$ cat src/rtl/top_hls_deadlock_report_unit.sv
// top_hls_deadlock_report_unit
// Qualifies the monitor's registered `block` over THRESH consecutive cycles.
// On the qualifying sample it captures {ts, axis_block_sigs, inst_idle_sigs}.
// The snapshot is offered once on a valid/ready channel, and a sticky
// `deadlock` flag stays set until `clear`.
// Optional build macro DEADLOCK_REPORT_REARM_EN: in HOLD, a block=0 sample
// re-arms detection without a software clear.
module top_hls_deadlock_report_unit #(
  parameter int AXIS_W = 3,
  parameter int IDLE_W = 2,
  parameter int THRESH = 1000,
  parameter int CNT_W  = 16,
  parameter int TS_W   = 32
) (
  input  logic                            clock,
  input  logic                            reset,
  input  logic                            block,
  input  logic [AXIS_W-1:0]               axis_block_sigs,
  input  logic [IDLE_W-1:0]               inst_idle_sigs,
  input  logic                            clear,
  output logic                            report_valid,
  input  logic                            report_ready,
  output logic [TS_W+AXIS_W+IDLE_W-1:0]   report_data,
  output logic                            deadlock,
  output logic [CNT_W-1:0]                block_cnt
);

  localparam int DW = TS_W + AXIS_W + IDLE_W;
  localparam logic [CNT_W-1:0] CNT_MAX = '1;
  // Count value seen on the sample just before the THRESH-th high sample.
  localparam logic [CNT_W-1:0] CNT_LAST = CNT_W'(THRESH - 1);

  typedef enum logic [1:0] {
    IDLE,
    COUNT,
    REPORT,
    HOLD
  } state_t;

  state_t            state, state_n;
  logic [CNT_W-1:0]  cnt, cnt_n;
  logic              dl, dl_n;
  logic [DW-1:0]     data, data_n;
  logic [TS_W-1:0]   ts;
  logic [DW-1:0]     snapshot;

  assign snapshot = {ts, axis_block_sigs, inst_idle_sigs};

  // Free-running cycle timestamp; wraps naturally at 2^TS_W.
  always_ff @(posedge clock) begin
    if (reset) ts <= '0;
    else       ts <= ts + 1'b1;
  end

  // State, run-length counter, sticky flag and snapshot registers.
  always_ff @(posedge clock) begin
    if (reset) begin
      state <= IDLE;
      cnt   <= '0;
      dl    <= 1'b0;
      data  <= '0;
    end else begin
      state <= state_n;
      cnt   <= cnt_n;
      dl    <= dl_n;
      data  <= data_n;
    end
  end

  // Next-state logic; clear overrides every state transition and capture.
  always_comb begin
    state_n = state;
    cnt_n   = cnt;
    dl_n    = dl;
    data_n  = data;
    if (clear) begin
      state_n = IDLE;
      cnt_n   = '0;
      dl_n    = 1'b0;
      data_n  = '0;
    end else begin
      case (state)
        IDLE: begin
          if (block) begin
            cnt_n = CNT_W'(1);
            // With THRESH=1 the first high sample already qualifies.
            if (THRESH == 1) begin
              data_n  = snapshot;
              dl_n    = 1'b1;
              state_n = REPORT;
            end else begin
              state_n = COUNT;
            end
          end
        end
        COUNT: begin
          if (!block) begin
            cnt_n   = '0;
            state_n = IDLE;
          end else begin
            if (cnt != CNT_MAX) cnt_n = cnt + 1'b1;
            if (cnt == CNT_LAST) begin
              data_n  = snapshot;
              dl_n    = 1'b1;
              state_n = REPORT;
            end
          end
        end
        REPORT: begin
          if (report_ready) state_n = HOLD;
        end
        HOLD: begin
`ifdef DEADLOCK_REPORT_REARM_EN
          if (!block) begin
            cnt_n   = '0;
            dl_n    = 1'b0;
            state_n = IDLE;
          end
`endif
        end
        default: state_n = IDLE;
      endcase
    end
  end

  assign report_valid = (state == REPORT);
  assign report_data  = data;
  assign deadlock     = dl;
  assign block_cnt    = cnt;

endmodule

$ cat config.mk
export PLATFORM = sky130hd
export DESIGN_NAME = top_hls_deadlock_report_unit
export DESIGN_NICKNAME = d
export VERILOG_FILES = /design/src/rtl/top_hls_deadlock_report_unit.sv
export SDC_FILE = /design/constraint.sdc
export NUM_CORES = 1
export LEC_CHECK = 0
export CAP_MARGIN = 20
export CELL_PAD_IN_SITES_DETAIL_PLACEMENT = 1
export CELL_PAD_IN_SITES_GLOBAL_PLACEMENT = 2
export CORE_MARGIN = 1.5
export CORE_UTILIZATION = 34
export DETAILED_ROUTE_END_ITERATION = 8
export GPL_TIMING_DRIVEN = 0
export HOLD_SLACK_MARGIN = 0.03
export PLACE_DENSITY_LB_ADDON = 0.1
export SYNTH_ARGS = -nofsm -noshare
export SYNTH_HDL_FRONTEND = slang
export SYNTH_SLANG_ARGS = --single-unit
$ cat constraint.sdc
create_clock -name clock -period 2.9 [get_ports clock]
set_input_delay 0.58 -clock clock [delete_from_list [all_inputs] [get_ports clock]]
set_output_delay 0.58 -clock clock [all_outputs]
set_load 0.05 [all_outputs]
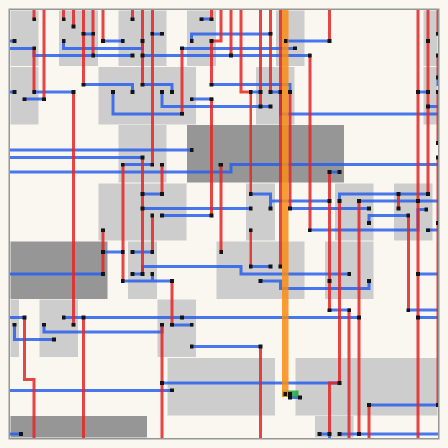
**Above:** layout detail.
Window x 75 to 95, y 18 to 38 µm. Cells in gray, sequential cells in the stronger gray; small squares are vias.
Red stands for M2. Blue stands for M1. Green stands for M3. Orange stands for M4.
Most frequent: nand3_1 (5), nor2b_1 (3), nor2_1 (3). Netlist names of flops here include ts (2). 22 logic cells have their middle in the window. Sequential cells in the window: 2.

==> qor.json <==
{
  "drtIter0Drc": 172,
  "synth_nets": 518,
  "crit_path_start": "state[1]$_SDFFE_PP0P_",
  "first_global_vias": 4176,
  "status": "finished, final reports clean",
  "io-pin-count": 65,
  "placement.io_buffers": 63,
  "cp_top_family": "simple AND/OR/NAND/NOR gates",
  "clk_pin_slew_worst_paths_ps": 60,
  "max_stage_delay_ps": 520,
  "design.die.area_mm2": 0.01280,
  "post_synth_num_cell_types": 50,
  "ys_cells": 501,
  "power.density_cell_area_mw_per_mm2": 487.8,
  "max-cap-violations": 0,
  "hold_path_startpoint": "report_data[28]$_SDFFE_PP0P_",
  "met2_length_um": 5982,
  "grt_pass1_wl_um": 21520,
  "numCtsBuffers": 9,
  "synth_area_mm2": 0.004125,
  "cts.path.max_buffers": 2,
  "clock_latency_ps": 350,
  "synth-async-reset-ratio_pct": 0,
  "synth_cells": 501,
  "reg2reg_setup_slack_ps": 290,
  "route.detailed.vias_per_inst": 5.613,
  "antenna_cells": 0,
  "maxClockFrequency_ghz": 0.3834,
  "topRoutingLayerUsed": "met4",
  "min-delay-path-class": "reg2reg",
  "start_kind": "register",
  "chip_height_um": 113.2,
  "synth_flop_count": 88,
  "placed_cell_area_mm2": 0.004940,
  "avgSynthCellArea_um2": 8.234,
  "setup.worst_path.class": "reg2reg",
  "stage_log_warnings": 30,
  "totalNegativeSetupSlack_ps": 0,
  "pin_count_of_the_biggest_net_entering_global_routing": 15,
  "drt.antenna.violating_nets": 0,
  "postSynthSeqShare_pct": 42.71,
  "met1_length_um": 6218,
  "maximum_clock_skew_at_final_layout_ps": 5.872,
  "wl_final_um": 12810,
  "timing.final.ws_setup_ps": 292.0,
  "post_route_cells_drive_above_1_share_pct": 6.207,
  "globalRouteTotalUtil_pct": 21.22,
  "final.min_clock_period_ps": 2608,
  "nets": 592,
  "timing.final.hold_violations": 0,
  "post-dp-hpwl_um": 9118,
  "routed-wl-met3_um": 346,
  "layout.cells.most_common": "dfxtp_1",
  "ir_worst_vdd_mv": 0.2128,
  "finalMaxSlewViolations": 0,
  "enable_flop_cells": 0,
  "post_cts_resize_count": 0,
  "slew_headroom_pct": 50.11,
  "grt_antenna_before_repair": 0,
  "tritoncts": "done",
  "nFillCells": 1422,
  "cp_cell_sequence": "inv_1, ha_1, nand2_1, nor3_1, a21oi_1, clkbuf_1, a211oi_1",
  "yosysWarningCount": 0,
  "wire_per_inst_um": 17.62,
  "rows": 40,
  "critical_path.endpoint_type": "register",
  "required_ps": 3160,
  "worst_ep_arrival_time_ps": 2870,
  "most-common-layout-cells": "dfxtp_1 (88), clkdlybuf4s50_1 (63), nand3_1 (58)",
  "dp_worst_setup_slack_ps": 247.2,
  "timing.critical_path.slowest_stage_cell": "nor3_1",
  "gp_congestion": 0.8541,
  "area_of_all_placed_cells_without_fillers_mm2": 0.005258,
  "fin_crit_sh_pct": 89.93,
  "layoutNonFillerInstCount": 727
}
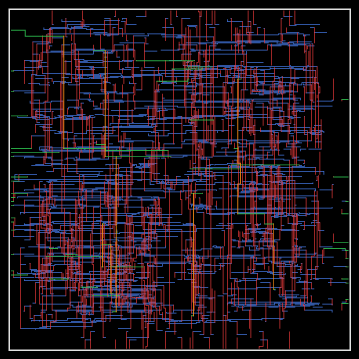
**Above:** wiring by layer.
(3 px per µm)
Orange stands for M4, wire length 264 µm. Red stands for M2, wire length 5,980 µm. Green stands for M3, wire length 347 µm. Blue stands for M1, wire length 6,220 µm.

report_power, final:
part / switching, W / total [W] / internal [W]
clock: 0.000508 / 0.00125 / 0.000739
combinational: 0.0000644 / 0.0000961 / 0.0000318
sequential: 0.00000795 / 0.00122 / 0.00121
registers in the layout, summed over array words and instances (netlist names):
signal,flops
block_cnt,16
deadlock,1
report_data,37
state,2
ts,32
path summary, 6_finish.rpt:
check                                 end  cells after the start
max             block_cnt[2]$_SDFFE_PP0P_                      7
min          report_data[28]$_SDFFE_PP0P_                      2
max reg2reg     block_cnt[2]$_SDFFE_PP0P_                      7
min reg2reg  report_data[28]$_SDFFE_PP0P_                      2
routing by layer:
layer | global-route usage [%] | vias up
li1 | - | 1985
met5 | 0 | -
met3 | 2.839 | 20
met1 | 29.07 | 1997
met4 | 8.583 | 0
met2 | 33.82 | 79
Yosys cell counts (4+ instances only):
master     n  area (µm²)
dfxtp_1   88        1762
nand3_1   58       290.3
a21oi_1   56       280.3
o21ai_1   36       180.2
nor2_1    29       108.9
clkbuf_1  27       101.4
nand2_1   22       82.58
o21ai_0   16       80.08
nand4_1   15       93.84
nor3_1    13       65.06
or4_1     13       97.59
inv_1     12       45.04
nor4_1     9       56.30
o31ai_1    9       67.56
nor2b_1    8       50.05
a31oi_1    7       43.79
ha_1       7       87.58
or3_1      7       43.79
xnor2_1    6       52.55
xor2_1     6       52.55
mux2_1     5       56.30
mux2i_1    5       50.05
buf_2      4       20.02
cell families (layout without fill, tap and decap cells):
group	after synthesis	count (layout)	share of synthesized area, %
XOR/XNOR	12	12	2.548
AND-OR/OR-AND	140	140	19.05
buffers and inverters	52	131	5.672
AND/OR/NAND/NOR	190	190	24.78
adder cells (fa/ha/maj)	7	7	2.123
multiplexers	12	12	3.124
flip-flops	88	88	42.71
tightest hold or removal path, cell delays in order, from the launching register on:
cell and delay, ps:
dfxtp_1 320, o21ai_2 50, a21oi_1 50
area by class of cell:
class | instances | share of cell area [%]
Inverter | 12 | 0.8567
Multi-Input combinational cell | 361 | 40.50
Timing Repair Buffer | 63 | 11.99
Clock inverter | 4 | 0.9757
Tap cell | 147 | 3.498
Clock buffer | 12 | 5.069
Sequential cell | 88 | 33.51
Buffer | 40 | 3.594
per-stage QoR:
| stage | util [%] | total power (W) |
|---|---|---|
| 4_1_cts | 44.14 | 0.002596 |
| 3_5_place_dp | 41.47 | 0.001347 |
| 5_1_grt | 44.14 | 0.002661 |
| 6_report | 44.14 | 0.002565 |
| 3_3_place_gp | 41.47 | 0.001345 |
| 2_1_floorplan | - | 0.001304 |
Power figures rest on the tool's default switching activity, not on a simulated workload.
